**Clock nets**

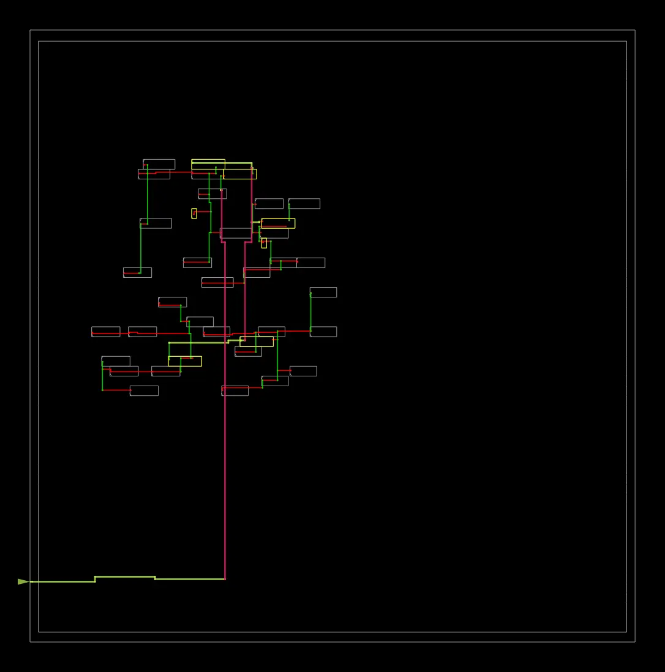
**Routed clock nets over the placement**

Scale: 2 px per um.
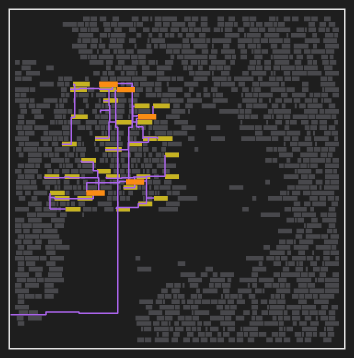
**The metal 3 layer**

Scale: 3 px per um.
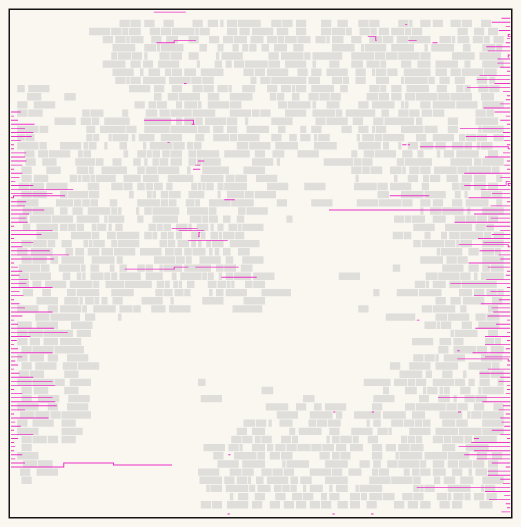
**Met1 routing**

Scale: 1.5 px per um. Supply wires on this layer in gray.
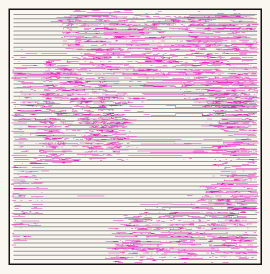
**Cell area per tile**

Scale: 2 px per um. 17 x 17 tiles, from white (low) to dark blue (high), 0 to 100% covered.
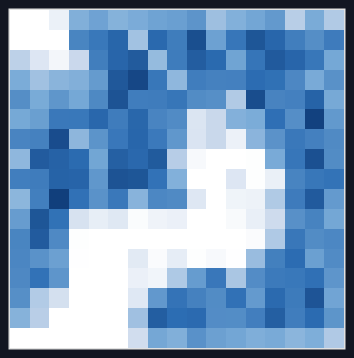
`config.mk`:
```
export PLATFORM = sky130hd
export DESIGN_NAME = mem_arb_rr4
export DESIGN_NICKNAME = d
export VERILOG_FILES = /design/src/rtl/mem_arb_rr4.sv
export SDC_FILE = /design/constraint.sdc
export NUM_CORES = 1
export LEC_CHECK = 0
export CORE_AREA = 2 2 165 167
export CTS_BUF_LIST = sky130_fd_sc_hd__clkbuf_16
export DETAILED_ROUTE_END_ITERATION = 10
export DIE_AREA = 0 0 167 169
export PLACE_DENSITY = 0.58
export SLEW_MARGIN = 20
export SYNTH_ARGS = -nofsm -noshare
export SYNTH_HDL_FRONTEND = slang
export SYNTH_SLANG_ARGS = --single-unit
```
`constraint.sdc`:
```
create_clock -name clk -period 1.8 [get_ports clk]
set_input_delay 0.18 -clock clk [delete_from_list [all_inputs] [get_ports clk]]
set_output_delay 0.18 -clock clk [all_outputs]
set_load 0.1 [all_outputs]
```
`src/rtl/mem_arb_rr4.sv`:
```
// Four-port round-robin arbiter in front of a single 32-bit memory master port.
// A stalled transfer is force-completed with all-ones read data after TIMEOUT cycles.
module mem_arb_rr4 #(
  parameter int unsigned TIMEOUT = 1024
) (
  input  logic         clk,
  input  logic         rst,
  input  logic [3:0]   req_valid,
  output logic [3:0]   req_ready,
  input  logic [127:0] req_addr,
  input  logic [127:0] req_wdata,
  input  logic [15:0]  req_wstrb,
  output logic [31:0]  req_rdata,
  output logic         mem_valid,
  output logic [31:0]  mem_addr,
  output logic [31:0]  mem_wdata,
  output logic [3:0]   mem_wstrb,
  input  logic         mem_ready,
  input  logic [31:0]  mem_rdata,
  output logic [3:0]   grant,
  output logic         timeout,
  output logic [7:0]   timeout_count
);

  typedef enum logic {IDLE, BUSY} state_t;

  localparam logic [15:0] LIMIT = 16'(TIMEOUT - 1);

  state_t      state;
  logic [1:0]  ptr;
  logic [3:0]  grant_q;
  logic [15:0] wait_cnt;
  logic [7:0]  to_cnt;

  logic        busy;
  logic        done_forced;
  logic        done;
  logic [3:0]  arb_mask;
  logic        arb_found;
  logic [1:0]  arb_idx;
  logic [1:0]  cand;
  logic [1:0]  sel;

  assign busy        = (state == BUSY);
  assign done_forced = busy && !mem_ready && (wait_cnt == LIMIT);
  assign done        = (busy && mem_ready) || done_forced;

  // While busy, ptr equals the granted port, so it also serves as the slice select.
  assign arb_mask = busy ? (req_valid & ~grant_q) : req_valid;
  assign sel      = busy ? ptr : 2'd0;

  always_comb begin
    arb_found = 1'b0;
    arb_idx   = ptr;
    cand      = ptr;
    for (int k = 1; k <= 4; k++) begin
      cand = ptr + 2'(k);
      if (!arb_found && arb_mask[cand]) begin
        arb_found = 1'b1;
        arb_idx   = cand;
      end
    end
  end

  assign mem_valid     = busy;
  assign mem_addr      = req_addr[{sel, 5'd0} +: 32];
  assign mem_wdata     = req_wdata[{sel, 5'd0} +: 32];
  assign mem_wstrb     = req_wstrb[{sel, 2'd0} +: 4];
  assign grant         = grant_q;
  assign req_ready     = (done && !rst) ? grant_q : 4'b0000;
  assign req_rdata     = done_forced ? 32'hFFFF_FFFF : mem_rdata;
  assign timeout       = done_forced && !rst;
  assign timeout_count = to_cnt;

  always_ff @(posedge clk) begin
    if (rst) begin
      state    <= IDLE;
      ptr      <= 2'd3;
      grant_q  <= 4'b0000;
      wait_cnt <= 16'd0;
      to_cnt   <= 8'd0;
    end else begin
      case (state)
        IDLE: begin
          if (arb_found) begin
            state    <= BUSY;
            ptr      <= arb_idx;
            grant_q  <= 4'b0001 << arb_idx;
            wait_cnt <= 16'd0;
          end
        end
        BUSY: begin
          if (done) begin
            if (done_forced && to_cnt != 8'hFF)
              to_cnt <= to_cnt + 8'd1;
            // Hand over directly to the next winner so the master port never idles.
            if (arb_found) begin
              ptr      <= arb_idx;
              grant_q  <= 4'b0001 << arb_idx;
              wait_cnt <= 16'd0;
            end else begin
              state   <= IDLE;
              grant_q <= 4'b0000;
            end
          end else begin
            wait_cnt <= wait_cnt + 16'd1;
          end
        end
        default: state <= IDLE;
      endcase
    end
  end

endmodule

```
==> impl_report.txt <==
IMPLEMENTATION SUMMARY REPORT
----------------------------------------------------
[Worst hold path]
  Worst Hold Launch ........................ timeout_count[1]$_SDFFE_PP0P_
  Destination of the worst hold path ........................ timeout_count[1]$_SDFFE_PP0P_
  Hold Crit Class ........................ flip-flop to flip-flop

[Timing]
  Worst slew pin tran ........................ 0.408 ns
  Min Clock Period, post-route ........................ 2.06 ns
  Fmax achieved ........................ 486 MHz
  Fraction of the cycle the final worst path needs ........................ 114%
  Final-report hold violation count ........................ 0
  Number of setup violations in the final report ........................ 127
  Relative max-transition margin ........................ 72.7%
  Post-layout worst setup margin ........................ -0.258 ns
  Worst hold slack ........................ 0.497 ns

[Worst setup path]
  FF-to-FF End ........................ timeout_count[5]$_SDFFE_PP0P_
  Kind of critical path ........................ flip-flop to output pin
  Worst r2r path cells ........................ 8
  Termination of the worst setup path ........................ req_ready[2]
  Endpoint kind of the worst setup timing path ........................ output pin
  Endpoint required time on the critical path ........................ 1.62 ns
  Worst R2R Setup Slack ........................ -0.14 ns
  Crit path arrival time ........................ 1.88 ns

[Synth]
  Number of flip-flops and latches in the synthesized netlist ........................ 31
  Number of distinct library cell variants in the gate-level netlist after synthesis ........................ 54
  Cell taking the most area after synthesis ........................ dfxtp_1
  Post-synth design cell area ........................ 3970 sq um
  Dominant cell by count in the synthesized netlist ........................ nand2_1
  Post-synthesis chip area from yosys ........................ 3970 sq um
  Yosys stat cell total ........................ 625
  Top FF cell, synth ........................ dfxtp_1
  Mapped Nets ........................ 938

[Cells and area]
  Post-Layout Cell Count ........................ 1,482
  Most frequent cells in the layout ........................ 310 x clkdlybuf4s50_1, 128 x buf_12, 93 x buf_4
  Fillcell total ........................ 2,350
  Commonest Layout Cell ........................ clkdlybuf4s50_1

[Clock network]
  Clock transition at the registers of the reported paths ........................ 0.05 ns
  Buffers inserted by post-CTS timing repair ........................ 15
  Clk root buf ........................ clkbuf_16
  Maximum level of the CTS H-tree ........................ 2

[Placed design]
  Post-place setup slack ........................ -0.274 ns
  Detailed placer's ending HPWL ........................ 20,600 um
  Placed instance area ........................ 11,700 sq um
  Total placed cells including tap cells ........................ 1,418

[Floorplan]
  DIE WIDTH ........................ 167 um
  Num rows ........................ 60
  I/O Pins ........................ 429
  Total die size ........................ 28,200 sq um
  Height of the die ........................ 169 um

[Run status]
  Violations in the final reports ........................ setup timing
  Run status ........................ finished with violations

[Power]
  Pwr Total ........................ 0.00939 W
  Static leakage power ........................ 5.40 nW
  Reported net switching power ........................ 0.00492 W
  Worst voltage drop across the vdd grid ........................ 0.549 mV
  Total power divided by cell area ........................ 681 nW/um^2
  Internal ........................ 0.00447 W

[Route]
  DRT Pass-1 Iters ........................ 6
  # DRC ........................ 0
  Iteration-0 DRC count of the detailed router ........................ 259
  Drt via density ........................ 4.67
  Wire length per cell ........................ 19.5 um

[GRT]
  Global-route wire length before repair ........................ 40,000 um
  Pin count of the biggest net entering global routing ........................ 44
  Layer carrying the most global-route usage ........................ met2
  Number of antenna violations at the first check in global routing ........................ 1
  Via count of the first global-routing pass ........................ 6,766
  GR Util All Layers ........................ 18.1%
  Total gr overflow ........................ 0

[Job]
  Tally of max-capacitance violations ........................ 0

----------------------------------------------------
## Picture notes: 'clock nets'
clock latency at the later pin of the worst-skew pair: 0.28 ns
number of buffers added by the clock tree synthesis step: 5
Clk power: 0.000792 W
registers: 31

## Picture notes: 'routed clock nets over the placement'
[flip-flops] yellow | count: 31
[clock wires] purple | length: 630 um
[clock drivers] orange | count: 5
routed clock nets: 6
worst clock skew: 0.00500 ns
clock power share: 8.4%

## Picture notes: 'the metal 3 layer'
main direction: horizontal
share of all routed wire: 5.4%
longest straight run: 60.1 um
wire length on this layer: 1,540 um
DRT Wirelength: 28,800 um
GRT met3 Usage: 3.51%
vias: 6,921

## Picture notes: 'met1 routing'
longest straight run: 63.0 um
main direction: horizontal
wire length on this layer: 11,700 um
Global Route met1 Usage: 21.9%

## Picture notes: 'cell area per tile'
tiles over 75% full: 16%
fullest tile: 94%
nearly empty tiles: 15%
mean over tiles: 47%
emptiest ninth of the die: bottom left
initial cell density of the core: 15.0%
core footprint: 26,500 sq um
utilization after layout: 52.1%

routing by layer:
metal / part of all wire (%) / routed length, um
met1: 40 / 11700
met2: 53 / 15200
met3: 5.3 / 1540
met4: 1.5 / 420
met5: 0 / 0
cell families after synthesis:
kind of cell | count (synthesis) | share of synthesized area [%]
simple gates | 335 | 42.8
compound gates | 185 | 32.2
buf+inv | 61 | 6.27
flops | 31 | 15.6
xor+xnor | 10 | 2.20
fa+ha+maj | 2 | 0.630
mux | 1 | 0.283
critical path, cell delays in order (launching register included):
cell and delay (ns):
dfxtp_2 0.35, ha_4 0.15, nand3_4 0.09, nor3_4 0.25, buf_12 0.14, nand2_8 0.07, a21oi_4 0.19, and2_4 0.18
buf_12 0.16
cell type report:
cell class / instances / area, sq um / area share (%)
inverter: 4 / 15.0 / 0.109
multi-input combinational: 535 / 5530 / 40.1
tap: 341 / 427 / 3.09
clock inverter: 2 / 7.51 / 0.0544
antenna: 1 / 2.50 / 0.0181
sequential: 31 / 663 / 4.81
timing repair buffer: 563 / 7020 / 50.9
clock buffer: 5 / 125 / 0.907
power by group through the flow:
stage	combinational (W)	sequential, W	clock (W)
after global routing	0.00807	0.000772	0.000832
after detailed placement	0.00701	0.000765	0
after floorplan	0.00417	0.000832	0
final	0.00783	0.000769	0.000792
after global placement	0.00697	0.000765	0
after CTS	0.00736	0.000752	0.000799
metrics by stage:
step	utilization (%)	TNS, ns
5_1_grt	52.1	-27.53
3_3_place_gp	44.0	-4.32
2_1_floorplan	-	-19.90
3_5_place_dp	44.0	-5.52
6_report	52.1	-20.61
4_1_cts	47.4	-20.90
flip-flops by register name, indices dropped and copies added, names as in the netlist:
register / flops
grant: 4
wait_cnt: 16
ptr: 2
timeout_count: 8
mem_valid: 1
Power is estimated from default activity; no workload was simulated.
